### src/rtl/kbd_pkg.sv
// Shared definitions for the keyboard input buffer: drain FSM states,
// CPU register offsets and STATUS word bit positions.
package kbd_pkg;

    typedef enum logic [1:0] {
        IDLE   = 2'd0,
        POP    = 2'd1,
        SETTLE = 2'd2
    } drain_state_t;

    localparam logic ADDR_DATA   = 1'b0;
    localparam logic ADDR_STATUS = 1'b1;

    localparam int STAT_NONEMPTY  = 0;
    localparam int STAT_FULL      = 1;
    localparam int STAT_READY     = 2;
    localparam int STAT_COUNT_LSB = 8;

    localparam logic [7:0] NULL_CHAR = 8'h00;

endpackage

### src/rtl/kbd_sync_fifo.sv
// Generic DEPTH x 8 synchronous FIFO with a combinational head output.
// Push while full and pop while empty are ignored.
module kbd_sync_fifo #(
    parameter int DEPTH = 16,
    parameter int AW    = 4
) (
    input  logic          clk,
    input  logic          clrn,
    input  logic          push,
    input  logic [7:0]    din,
    input  logic          pop,
    output logic [7:0]    dout,
    output logic          full,
    output logic          empty,
    output logic [AW:0]   count
);

    logic [7:0]    mem [DEPTH];
    logic [AW-1:0] wr_ptr;
    logic [AW-1:0] rd_ptr;
    logic          do_push;
    logic          do_pop;

    assign full    = (count == (AW+1)'(DEPTH));
    assign empty   = (count == '0);
    assign do_push = push && !full;
    assign do_pop  = pop && !empty;
    assign dout    = mem[rd_ptr];

    // Storage has no reset; only entries below count are ever observed.
    always_ff @(posedge clk) begin
        if (do_push) begin
            mem[wr_ptr] <= din;
        end
    end

    always_ff @(posedge clk or negedge clrn) begin
        if (!clrn) begin
            wr_ptr <= '0;
            rd_ptr <= '0;
            count  <= '0;
        end else begin
            if (do_push) begin
                wr_ptr <= wr_ptr + 1'b1;
            end
            if (do_pop) begin
                rd_ptr <= rd_ptr + 1'b1;
            end
            case ({do_push, do_pop})
                2'b10:   count <= count + 1'b1;
                2'b01:   count <= count - 1'b1;
                default: count <= count;
            endcase
        end
    end

endmodule

### src/rtl/kbd_input_buffer.sv
// Drains the PS/2 front end into a local FIFO and presents the buffered
// characters to the CPU as a DATA/STATUS register pair with a level irq.
module kbd_input_buffer
    import kbd_pkg::*;
#(
    parameter int DEPTH = 16,
    parameter int AW    = 4
) (
    input  logic        clk,
    input  logic        clrn,
    input  logic [7:0]  ascii,
    input  logic        fifo_ready,
    output logic        rdn,
    input  logic        cpu_rd,
    input  logic        cpu_addr,
    output logic [31:0] cpu_dout,
    output logic        irq
);

    drain_state_t state, next_state;
    logic [7:0]   cap_reg, cap_next;
    logic         rdn_reg, rdn_next;
    logic         irq_reg;

    logic         fifo_push;
    logic         fifo_pop;
    logic         fifo_full;
    logic         fifo_empty;
    logic [7:0]   fifo_head;
    logic [AW:0]  fifo_count;
    logic [31:0]  status_word;

    kbd_sync_fifo #(
        .DEPTH (DEPTH),
        .AW    (AW)
    ) u_fifo (
        .clk   (clk),
        .clrn  (clrn),
        .push  (fifo_push),
        .din   (cap_reg),
        .pop   (fifo_pop),
        .dout  (fifo_head),
        .full  (fifo_full),
        .empty (fifo_empty),
        .count (fifo_count)
    );

    always_ff @(posedge clk or negedge clrn) begin
        if (!clrn) begin
            state   <= IDLE;
            cap_reg <= '0;
            rdn_reg <= 1'b1;
        end else begin
            state   <= next_state;
            cap_reg <= cap_next;
            rdn_reg <= rdn_next;
        end
    end

    // A full local FIFO holds the FSM in IDLE so the front end keeps the character.
    always_comb begin
        next_state = state;
        cap_next   = cap_reg;
        rdn_next   = rdn_reg;
        fifo_push  = 1'b0;
        case (state)
            IDLE: begin
                if (fifo_ready && !fifo_full) begin
                    cap_next   = ascii;
                    rdn_next   = 1'b0;
                    next_state = POP;
                end
            end
            POP: begin
                fifo_push  = (cap_reg != NULL_CHAR);
                rdn_next   = 1'b1;
                next_state = SETTLE;
            end
            SETTLE: begin
                next_state = IDLE;
            end
            default: begin
                next_state = IDLE;
            end
        endcase
    end

    assign fifo_pop = cpu_rd && (cpu_addr == ADDR_DATA) && !fifo_empty;

    always_comb begin
        status_word                                = '0;
        status_word[STAT_NONEMPTY]                 = !fifo_empty;
        status_word[STAT_FULL]                     = fifo_full;
        status_word[STAT_READY]                    = fifo_ready;
        status_word[STAT_COUNT_LSB +: AW+1]        = fifo_count;
    end

    always_ff @(posedge clk or negedge clrn) begin
        if (!clrn) begin
            cpu_dout <= '0;
            irq_reg  <= 1'b0;
        end else begin
            irq_reg <= (fifo_count != '0);
            if (cpu_rd) begin
                if (cpu_addr == ADDR_DATA) begin
                    cpu_dout <= fifo_empty ? 32'h0 : {24'h0, fifo_head};
                end else begin
                    cpu_dout <= status_word;
                end
            end
        end
    end

    assign rdn = rdn_reg;
    assign irq = irq_reg;

endmodule
### config.mk
export PLATFORM = sky130hd
export DESIGN_NAME = kbd_input_buffer
export DESIGN_NICKNAME = d
export VERILOG_FILES = /design/src/rtl/kbd_pkg.sv /design/src/rtl/kbd_sync_fifo.sv /design/src/rtl/kbd_input_buffer.sv
export SDC_FILE = /design/constraint.sdc
export NUM_CORES = 1
export LEC_CHECK = 0
export CAP_MARGIN = 20
export CORE_MARGIN = 8
export CORE_UTILIZATION = 53
export CTS_CLUSTER_SIZE = 10
export DETAILED_ROUTE_END_ITERATION = 16
export GPL_ROUTABILITY_DRIVEN = 1
export GPL_TIMING_DRIVEN = 0
export PLACE_DENSITY = 0.73
export SETUP_SLACK_MARGIN = 0.3
export SYNTH_ARGS = -nofsm -noshare
export SYNTH_HDL_FRONTEND = slang
export SYNTH_SLANG_ARGS = --single-unit
### constraint.sdc
create_clock -name clk -period 5.35 [get_ports clk]
set_clock_uncertainty 0.2 [all_clocks]
set_input_delay 1.605 -clock clk [delete_from_list [all_inputs] [get_ports clk]]
set_output_delay 1.605 -clock clk [all_outputs]
set_load 0.01 [all_outputs]
==> impl_metrics.toml <==
# physical design summary
[status]
outcome = "finished, final reports clean"

[cells_and_area]
area_growth_syn_to_layout_pct = 18.1
drive_gt1_share_pct = 25.7
final_net_count = 471
lay_top_count = "edfxtp_1"

[synth]
synth_warnings = 0
edf_count = 128
synthCells = 382
logic_family = "multiplexers"
ys_types = 48
mux_share_pct = 12.0
synthArstFlopShare_pct = 22.9
flop_cell = "edfxtp_1"
fa_ha_area_share_pct = 1.46

[detailed_routing]
met2WireLength_um = 6590
first_pass_iters = 5
via_per_inst = 5.66
ant_nets = 0
drc = 0
vias = 3593
first_iter_violations = 281
routedWlPerCell_um = 21.5
top_layer_used = "met4"

[run]
tool_warnings = 30
drv_cap = 0

[cts]
cts_buffer_depth = 2
cts_setup_buffers = 0
postCtsHoldBufs = 0
cts_tree = "done"
clk_pin_slew_worst_paths_ps = 60
clock_latency_ps = 420
htreeDepth = 4
clock_sinks = 166

[critical_path]
crit_cells = 13
cp_max_fo = 10
critPathKind = "primary input to flop"
crit_slowest_cell = "clkdlybuf4s50_1"
ff2ff_setup_slack_ps = 1510
path_buffers = 5
reg2reg_from = "u_fifo.count[1]"
arrival_ps = 4410
r2r_cells = 13
cp_cell_sequence = "clkdlybuf4s50_1 > inv_1 > a211o_1 > buf_4 > inv_2 > ha_1 > clkbuf_1 > xor2_1 > ha_1 > or3b_2 > a211oi_1 > o21bai_1 > xnor2_1"
endpoint_kind = "flop"
start_kind = "primary input"

[timing]
holdWs_ps = 279
slew_headroom_pct = 43.5
final.min_clock_period_ps = 4320
timing.final.ws_setup_ps = 1030
hold_viol_final = 0
slew_viol_final = 0
setup-violations-final = 0

[min_path]
hold_start = "rdn"
hp-class = "flop to flop"
min_to = "rdn"

[global_routing]
met1_usage_pct = 22.9
grt_first_pass_wirelength_um = 21000
grt_antenna_before_repair = 0
grt.busiest_layer = "met2"
use_met2_pct = 26.6
grt_overflow = 0

[power_and_ir_drop]
power_frac_clock_pct = 29.1
p_leak_nw = 2.89
switching_share_pct = 30.9
max-vdd-ir-drop_mv = 0.362
power_density_nw_per_um2 = 557

[placement]
dp_slack_ps = 607
gp_congestion = 0.801
hpwl_um = 9250

[floorplanning]
io_pins = 47
die_h_um = 130
## cell usage after synthesis (6+ instances only)
cell	count	area, um^2
a22oi_1	7	52.6
edfxtp_1	128	3840
a22o_1	6	52.6
inv_1	6	22.5
dfrtp_1	37	926
and4b_1	8	80.1
buf_4	21	158
nand3_1	12	60.1
mux4_2	32	721
mux2_2	9	101
and3_1	7	43.8
clkbuf_1	10	37.5
nand2_1	14	52.6
ha_1	8	100
xnor2_1	8	70.1
## worst max path at each step
stage | endpoint | slack (ps)
3_5_place_dp | u_fifo.count[4] | 610
5_1_grt | u_fifo.count[4] | 900
4_1_cts | u_fifo.count[4] | 1040
2_1_floorplan | u_fifo.count[4] | 1390
6_report | u_fifo.count[4] | 1030
3_3_place_gp | u_fifo.count[4] | 710
## final cells by class
| type | count | area (um^2) |
|---|---|---|
| buffer | 40 | 272 |
| inverter | 7 | 26.3 |
| fill | 905 | 4520 |
| multi-input combinational | 187 | 1860 |
| tap | 172 | 215 |
| clock buffer | 17 | 425 |
| clock inverter | 15 | 215 |
| timing repair buffer | 31 | 295 |
| sequential | 166 | 4800 |
## tightest hold or removal path: stages, from the launching register on
cell and delay, ps:
dfstp_2 370, inv_1 40, o21bai_1 60
## metrics by stage
step	power [mW]	instance area, um^2
after floorplan	2.77	6930
after global placement	3.17	7410
after detailed placement	3.24	7460
after CTS	4.54	8100
after global routing	4.71	8100
final	4.51	8100
## power by group through the flow
stage	clock network (mW)	registers, mW	logic, mW
4_1_cts	1.32	2.01	1.21
2_1_floorplan	0	1.94	0.831
5_1_grt	1.37	2.04	1.29
3_3_place_gp	0	2.01	1.17
6_report	1.31	2.00	1.20
3_5_place_dp	0	2.03	1.20
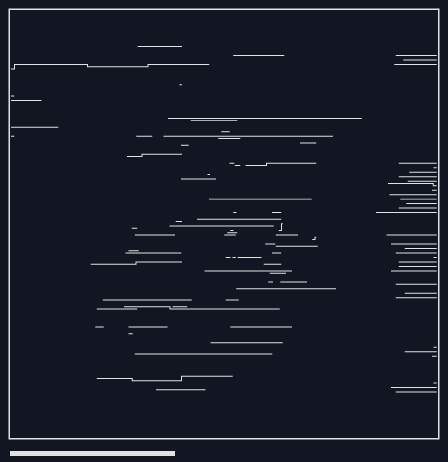
layer_met3.png
Bar = 50 um.
72 nets have wire on it. The layer holds 8.4% of the routed length.

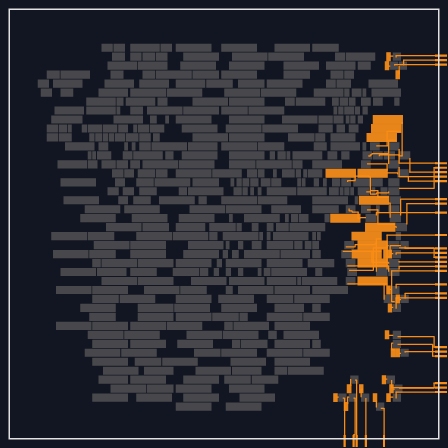
io_fan.png
Orange stands for `cpu_dout`, bits 32, direction output, end cells 32, buffers 32, wire 688 um.

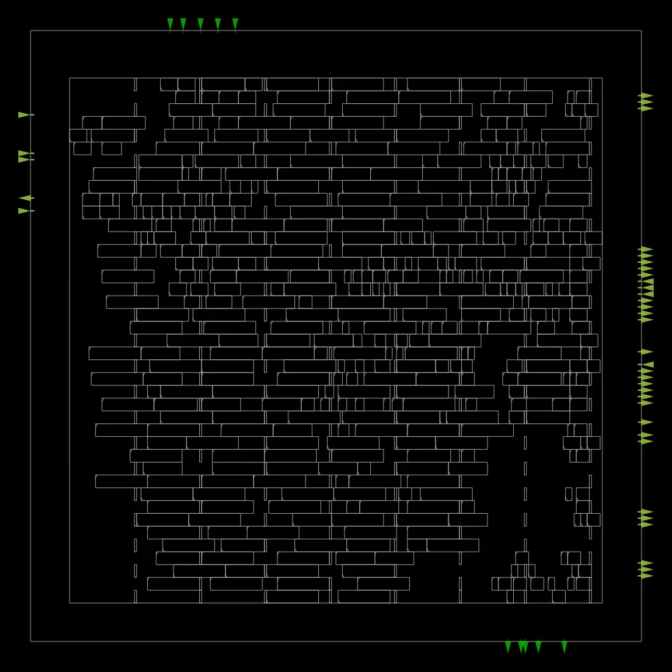
placement.png
filler instances: 905
Core Region: 12,600 um^2

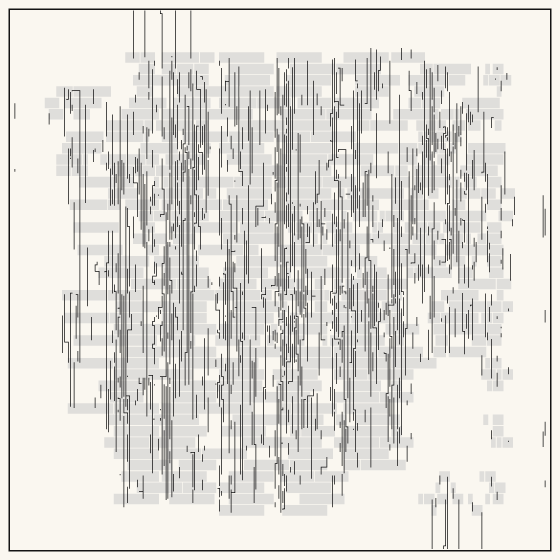
layer_met2.png
The layer holds 48% of the routed length. The longest straight run is 65.4 um. 406 nets have wire on it.

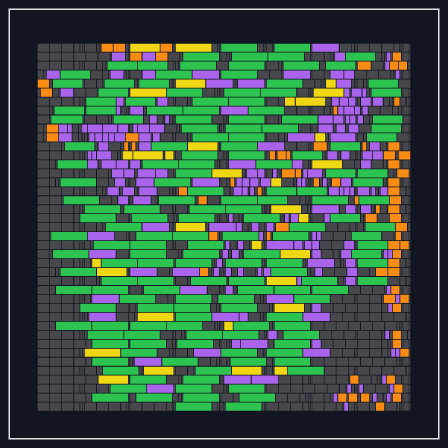
placement_by_type.png
Fill, decap, tap and diode cells in gray.
Purple stands for combinational and other logic, cells 194. Yellow stands for clock drivers and dummy loads, cells 32. Orange stands for other buffers and delay cells, cells 71. Green stands for flops, cells 166.

Power and IR drop assume default switching activity.
